$ cat src/rtl/mips_ctrl_pkg.sv
// Shared encodings for the multi-cycle MIPS controller: ALU ops, opcodes,
// function codes, FSM states and datapath mux selects.
package mips_ctrl_pkg;

  localparam logic [4:0] ALU_ADD  = 5'd0;
  localparam logic [4:0] ALU_ADDU = 5'd1;
  localparam logic [4:0] ALU_SUB  = 5'd2;
  localparam logic [4:0] ALU_SUBU = 5'd3;
  localparam logic [4:0] ALU_AND  = 5'd4;
  localparam logic [4:0] ALU_OR   = 5'd5;
  localparam logic [4:0] ALU_NOR  = 5'd6;
  localparam logic [4:0] ALU_SLT  = 5'd7;
  localparam logic [4:0] ALU_SLL  = 5'd8;
  localparam logic [4:0] ALU_SRL  = 5'd9;
  localparam logic [4:0] ALU_SRA  = 5'd10;
  localparam logic [4:0] ALU_JR   = 5'd11;
  localparam logic [4:0] ALU_NOP  = 5'd12;

  localparam logic [5:0] OP_RTYPE = 6'h00;
  localparam logic [5:0] OP_J     = 6'h02;
  localparam logic [5:0] OP_BEQ   = 6'h04;
  localparam logic [5:0] OP_BNE   = 6'h05;
  localparam logic [5:0] OP_ADDI  = 6'h08;
  localparam logic [5:0] OP_ADDIU = 6'h09;
  localparam logic [5:0] OP_SLTI  = 6'h0A;
  localparam logic [5:0] OP_ANDI  = 6'h0C;
  localparam logic [5:0] OP_ORI   = 6'h0D;
  localparam logic [5:0] OP_LW    = 6'h23;
  localparam logic [5:0] OP_SW    = 6'h2B;

  localparam logic [5:0] F_SLL  = 6'h00;
  localparam logic [5:0] F_SRL  = 6'h02;
  localparam logic [5:0] F_SRA  = 6'h03;
  localparam logic [5:0] F_JR   = 6'h08;
  localparam logic [5:0] F_ADD  = 6'h20;
  localparam logic [5:0] F_ADDU = 6'h21;
  localparam logic [5:0] F_SUB  = 6'h22;
  localparam logic [5:0] F_SUBU = 6'h23;
  localparam logic [5:0] F_AND  = 6'h24;
  localparam logic [5:0] F_OR   = 6'h25;
  localparam logic [5:0] F_NOR  = 6'h27;
  localparam logic [5:0] F_SLT  = 6'h2A;

  typedef enum logic [3:0] {
    S_FETCH     = 4'd0,
    S_DECODE    = 4'd1,
    S_R_EXEC    = 4'd2,
    S_R_WB      = 4'd3,
    S_JR        = 4'd4,
    S_MEM_ADDR  = 4'd5,
    S_MEM_READ  = 4'd6,
    S_MEM_WB    = 4'd7,
    S_MEM_WRITE = 4'd8,
    S_BRANCH    = 4'd9,
    S_JUMP      = 4'd10,
    S_I_EXEC    = 4'd11,
    S_I_WB      = 4'd12
  } state_e;

  localparam logic [1:0] ALUB_RT      = 2'd0;
  localparam logic [1:0] ALUB_FOUR    = 2'd1;
  localparam logic [1:0] ALUB_IMM     = 2'd2;
  localparam logic [1:0] ALUB_IMM_SL2 = 2'd3;

  localparam logic [1:0] PCSRC_ALU    = 2'd0;
  localparam logic [1:0] PCSRC_ALUOUT = 2'd1;
  localparam logic [1:0] PCSRC_JUMP   = 2'd2;
  localparam logic [1:0] PCSRC_RS     = 2'd3;

  function automatic logic is_imm_alu(input logic [5:0] op);
    return (op == OP_ADDI) || (op == OP_ADDIU) || (op == OP_SLTI) ||
           (op == OP_ANDI) || (op == OP_ORI);
  endfunction

endpackage

$ cat src/rtl/mips_alu_decode.sv
// ALU operation select for the current controller state; flags R-type
// function codes the datapath does not implement.
module mips_alu_decode
  import mips_ctrl_pkg::*;
(
  input  state_e     state_i,
  input  logic [5:0] opcode_i,
  input  logic [5:0] funct_i,
  output logic [4:0] alu_op_o,
  output logic       funct_illegal_o
);

  always_comb begin
    alu_op_o        = ALU_ADD;
    funct_illegal_o = 1'b0;
    case (state_i)
      S_FETCH, S_DECODE: alu_op_o = ALU_ADDU;
      S_R_EXEC: begin
        case (funct_i)
          F_ADD:  alu_op_o = ALU_ADD;
          F_ADDU: alu_op_o = ALU_ADDU;
          F_SUB:  alu_op_o = ALU_SUB;
          F_SUBU: alu_op_o = ALU_SUBU;
          F_AND:  alu_op_o = ALU_AND;
          F_OR:   alu_op_o = ALU_OR;
          F_NOR:  alu_op_o = ALU_NOR;
          F_SLT:  alu_op_o = ALU_SLT;
          F_SLL:  alu_op_o = ALU_SLL;
          F_SRL:  alu_op_o = ALU_SRL;
          F_SRA:  alu_op_o = ALU_SRA;
          F_JR:   alu_op_o = ALU_JR;
          default: begin
            alu_op_o        = ALU_NOP;
            funct_illegal_o = 1'b1;
          end
        endcase
      end
      S_JR:       alu_op_o = ALU_JR;
      S_MEM_ADDR: alu_op_o = ALU_ADD;
      S_BRANCH:   alu_op_o = ALU_SUB;
      S_I_EXEC: begin
        case (opcode_i)
          OP_ADDIU: alu_op_o = ALU_ADDU;
          OP_SLTI:  alu_op_o = ALU_SLT;
          OP_ANDI:  alu_op_o = ALU_AND;
          OP_ORI:   alu_op_o = ALU_OR;
          default:  alu_op_o = ALU_ADD;
        endcase
      end
      default: ;
    endcase
  end

endmodule

$ cat src/rtl/mips_multicycle_ctrl.sv
// Multi-cycle MIPS control FSM: sequences fetch/decode/execute/memory/
// writeback and decodes datapath controls from the current state.
module mips_multicycle_ctrl
  import mips_ctrl_pkg::*;
#(
  parameter int STATE_W = 4,
  parameter int ALUOP_W = 5
) (
  input  logic               clk,
  input  logic               rst_n,
  input  logic [5:0]         opcode_i,
  input  logic [5:0]         funct_i,
  input  logic               alu_zero_i,
  input  logic               mem_ready_i,
  output logic               pc_write_o,
  output logic               pc_write_cond_o,
  output logic               iord_o,
  output logic               mem_read_o,
  output logic               mem_write_o,
  output logic               ir_write_o,
  output logic               reg_dst_o,
  output logic               mem_to_reg_o,
  output logic               reg_write_o,
  output logic               alu_src_a_o,
  output logic [1:0]         alu_src_b_o,
  output logic [1:0]         pc_source_o,
  output logic [ALUOP_W-1:0] alu_op_o,
  output logic [STATE_W-1:0] state_o,
  output logic               illegal_o
);

  state_e     state_q, state_d;
  logic       illegal_q, illegal_d;
  logic [4:0] alu_op_dec;
  logic       funct_illegal;

  mips_alu_decode u_alu_decode (
    .state_i         (state_q),
    .opcode_i        (opcode_i),
    .funct_i         (funct_i),
    .alu_op_o        (alu_op_dec),
    .funct_illegal_o (funct_illegal)
  );

  always_comb begin
    state_d   = S_FETCH;
    illegal_d = 1'b0;
    case (state_q)
      S_FETCH: state_d = mem_ready_i ? S_DECODE : S_FETCH;
      S_DECODE: begin
        if (opcode_i == OP_RTYPE)                         state_d = S_R_EXEC;
        else if (opcode_i == OP_LW || opcode_i == OP_SW)  state_d = S_MEM_ADDR;
        else if (opcode_i == OP_BEQ || opcode_i == OP_BNE) state_d = S_BRANCH;
        else if (opcode_i == OP_J)                        state_d = S_JUMP;
        else if (is_imm_alu(opcode_i))                    state_d = S_I_EXEC;
        else                                              illegal_d = 1'b1;
      end
      S_R_EXEC: begin
        if (funct_illegal)        illegal_d = 1'b1;
        else if (funct_i == F_JR) state_d = S_JR;
        else                      state_d = S_R_WB;
      end
      S_MEM_ADDR: begin
        if (opcode_i == OP_LW)      state_d = S_MEM_READ;
        else if (opcode_i == OP_SW) state_d = S_MEM_WRITE;
      end
      S_MEM_READ:  state_d = mem_ready_i ? S_MEM_WB : S_MEM_READ;
      S_MEM_WRITE: state_d = mem_ready_i ? S_FETCH : S_MEM_WRITE;
      S_I_EXEC:    state_d = S_I_WB;
      default:     state_d = S_FETCH;
    endcase
  end

  // The illegal flag is registered so it shows as a clean one-cycle pulse
  // in the FETCH that follows the rejected instruction.
  always_ff @(posedge clk or negedge rst_n) begin
    if (!rst_n) begin
      state_q   <= S_FETCH;
      illegal_q <= 1'b0;
    end else begin
      state_q   <= state_d;
      illegal_q <= illegal_d;
    end
  end

  // Outputs are held quiet while reset is asserted so a write in flight is
  // dropped immediately rather than at the next clock.
  always_comb begin
    pc_write_o      = 1'b0;
    pc_write_cond_o = 1'b0;
    iord_o          = 1'b0;
    mem_read_o      = 1'b0;
    mem_write_o     = 1'b0;
    ir_write_o      = 1'b0;
    reg_dst_o       = 1'b0;
    mem_to_reg_o    = 1'b0;
    reg_write_o     = 1'b0;
    alu_src_a_o     = 1'b0;
    alu_src_b_o     = ALUB_RT;
    pc_source_o     = PCSRC_ALU;
    alu_op_o        = '0;
    if (rst_n) begin
      alu_op_o = ALUOP_W'(alu_op_dec);
      case (state_q)
        S_FETCH: begin
          mem_read_o  = 1'b1;
          alu_src_b_o = ALUB_FOUR;
          ir_write_o  = mem_ready_i;
          pc_write_o  = mem_ready_i;
        end
        S_DECODE: alu_src_b_o = ALUB_IMM_SL2;
        S_R_EXEC: alu_src_a_o = 1'b1;
        S_R_WB: begin
          reg_write_o = 1'b1;
          reg_dst_o   = 1'b1;
        end
        S_JR: begin
          pc_write_o  = 1'b1;
          pc_source_o = PCSRC_RS;
        end
        S_MEM_ADDR, S_I_EXEC: begin
          alu_src_a_o = 1'b1;
          alu_src_b_o = ALUB_IMM;
        end
        S_MEM_READ: begin
          mem_read_o = 1'b1;
          iord_o     = 1'b1;
        end
        S_MEM_WB: begin
          reg_write_o  = 1'b1;
          mem_to_reg_o = 1'b1;
        end
        S_MEM_WRITE: begin
          mem_write_o = 1'b1;
          iord_o      = 1'b1;
        end
        S_BRANCH: begin
          alu_src_a_o     = 1'b1;
          pc_source_o     = PCSRC_ALUOUT;
          pc_write_cond_o = 1'b1;
          pc_write_o      = (opcode_i == OP_BNE) ? !alu_zero_i : alu_zero_i;
        end
        S_JUMP: begin
          pc_write_o  = 1'b1;
          pc_source_o = PCSRC_JUMP;
        end
        S_I_WB: reg_write_o = 1'b1;
        default: ;
      endcase
    end
  end

  assign state_o   = STATE_W'(state_q);
  assign illegal_o = illegal_q;

endmodule

$ cat config.mk
export PLATFORM = sky130hd
export DESIGN_NAME = mips_multicycle_ctrl
export DESIGN_NICKNAME = d
export VERILOG_FILES = /design/src/rtl/mips_ctrl_pkg.sv /design/src/rtl/mips_alu_decode.sv /design/src/rtl/mips_multicycle_ctrl.sv
export SDC_FILE = /design/constraint.sdc
export NUM_CORES = 1
export LEC_CHECK = 0
export CAP_MARGIN = 40
export CELL_PAD_IN_SITES_DETAIL_PLACEMENT = 2
export CELL_PAD_IN_SITES_GLOBAL_PLACEMENT = 2
export CORE_ASPECT_RATIO = 1.4
export CORE_MARGIN = 2
export CORE_UTILIZATION = 24
export CTS_CLUSTER_SIZE = 12
export DETAILED_ROUTE_END_ITERATION = 10
export PLACE_DENSITY = 0.9
export REMOVE_ABC_BUFFERS = 1
export SLEW_MARGIN = 20
export SYNTH_ARGS = -nofsm -noshare
export SYNTH_HDL_FRONTEND = slang
export SYNTH_SLANG_ARGS = --single-unit
$ cat constraint.sdc
create_clock -name clk -period 5.6 [get_ports clk]
set_clock_uncertainty 0.05 [all_clocks]
set_input_delay 1.12 -clock clk [delete_from_list [all_inputs] [get_ports clk]]
set_output_delay 1.12 -clock clk [all_outputs]
set_load 0.1 [all_outputs]
==> results_slide.txt <==
Implementation Results

Worst setup path
  • Crit end category: output port
  • Critical R2R Capture: state_o[2]
  • Crit path cell chain: clkdlybuf4s50_1 -> and2b_2 -> mux2_2 -> o311ai_0 -> a2111oi_0 -> buf_4
  • Crit path required time: 4430 ps

GRT
  • GRT overflow: 0
  • Largest net degree at the start of global routing: 23

Floorplan
  • DIE WIDTH: 58.4 um
  • I/O Pins: ~40
  • Number of core rows: 27

Clocking
  • CTS root buf: clkbuf_8
  • CTS resizes: 0

Job
  • MaxCap Viol Count: 0

Synthesis
  • Yosys synthesis chip area: about 990 um^2
  • Post-synth top area share: 0.126
  • Synth Area in Adders: 0
  • Sequential area share after synthesis: 0.126
  • YS warnings: 0
  • Commonest flop: dfrtp_1
  • Xor+xnor area frac: 0.0264
  • Mean Syn Cell Area: 6.80 um^2
  • Post-Syn Instances: 146

Layout
  • Filler cell count: around 470

Timing
  • Worst slew pin tran: 720 ps
  • Final WS setup: 1170 ps
  • RSZ-0062 raised after global routing: no
  • Setup violations, final: 0

Placement
  • Placed cell count: 219
  • Pre-CTS setup slack: 1170 ps
  • Routability cong.: about 0.86
  • Final HPWL DP: 3240 um

Routing
  • DRC: 0

Outcome
  • Status: finished clean
power breakdown:
part / internal [uW] / leakage (uW) / switching [uW]
sequential: 39.6 / 0.0000668 / 13.0
clock: 47.9 / 0.0000255 / 19.5
combinational: 53.7 / 0.000501 / 119
per-layer routing:
metal / routed length (um) / global-route usage
met4: 49 / 0.0535
met3: 128 / 0.0242
met2: 2190 / 0.339
met5: 0 / 0
met1: 1720 / 0.218
worst register-to-register path, delay by kind of cell (launching register included):
| kind | cells | cell delay [ps] |
|---|---|---|
| flip-flops | 1 | 800 |
| AND-OR/OR-AND | 1 | 110 |
| AND/OR/NAND/NOR | 3 | 1000 |
final cells by class:
class	instances	area share
Multi-Input combinational cell	120	0.534
Timing Repair Buffer	44	0.291
Sequential cell	5	0.0872
Tap cell	43	0.0375
Clock buffer	3	0.0288
Inverter	7	0.0183
Clock inverter	1	0.00349
kinds of logic (layout without fill, tap and decap cells):
group	count (synthesis)	after routing
DFF	5	5
muxes	4	4
xor gates and xnor gates	3	3
buffers and inverters	21	55
and+or+nand+nor	73	73
other	1	1
AOI/OAI and AO/OA	39	39
sequential cells by signal, indices dropped and copies added (netlist names):
name and cells:
state_o 4, illegal_o 1
worst max path at each step:
stage / endpoint / cells after the start / slack (ps)
after floorplan: alu_op_o[3] / 4 / -2020
after global routing: alu_op_o[3] / 6 / 950
after CTS: alu_op_o[3] / 6 / 1140
after global placement: alu_op_o[3] / 6 / 1190
final: alu_op_o[3] / 6 / 1170
after detailed placement: alu_op_o[3] / 6 / 1170
layout by cell type, fill, tap and decap left out, drive strengths merged, types with 2 or more instances in the layout:
cell           synthesis  layout
or3b                   3       3
xnor2                  2       2
or4b                   3       3
mux2i                  3       3
a211oi                 4       4
clkdlybuf4s50          0      20
and2                   5       5
nand3                  7       7
o211ai                 2       2
dfrtp                  5       5
and3                   3       3
o22ai                  2       2
nand2                  9       9
nor2                  10      10
a21oi                  6       6
o31ai                  2       2
nor3                   9       9
inv                    7       7
o21ai                 11      11
nand2b                 5       5
a31oi                  3       3
buf                    6      24
clkbuf                 8       3
nor2b                  8       8
nand4                  3       3
nor3b                  2       2
nor4b                  2       2
through the flow:
step	total power (uW)	instance area [um^2]
final	293	1440
after global routing	308	1440
after CTS	295	1440
after detailed placement	226	1390
after global placement	209	1310
after floorplan	161	917
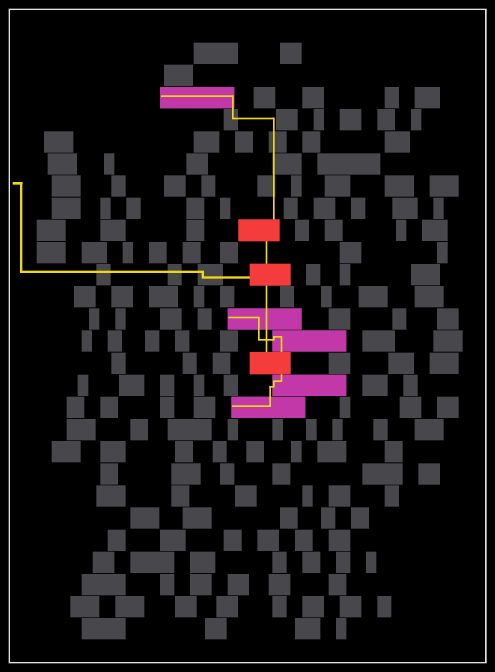
*Clock distribution*
clock wires -> yellow  # length 118 um
flip-flops -> magenta  # count 5
cells driving clock nets -> red  # count 3
routed clock nets = 4
flops lie = centre

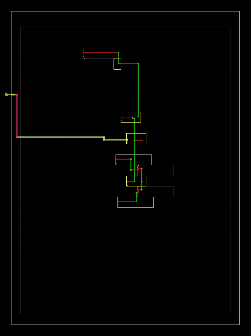
*Clock wiring as the flow saved it*
registers: 5
clk_lat worst skew: 220 ps
clk sink count: 5
CTS buffer count: 3

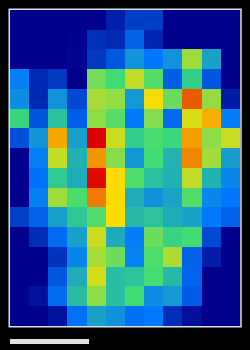
*Wire density map*
The bar under the picture is 20 um long. The die is cut into 12 by 16 equal tiles; dark blue is low, red is high, scaled to the fullest tile. Values are wire area over tile area, all layers added.
densest ninth of the die = centre
fullest tile = 0.43
emptiest ninth of the die = upper left
mean over tiles = 0.13
Avg WL per Cell: 18.3 um
vias: 1,235
GR Util All Layers: 0.185

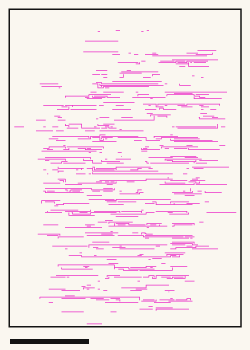
*Metal 1*
The bar under the picture is 20 um long.
main direction = horizontal
share of all routed wire = 42%
longest straight run = 25.3 um
nets with wire on the layer = 170

Power figures rest on the tool's default switching activity, not on a simulated workload.
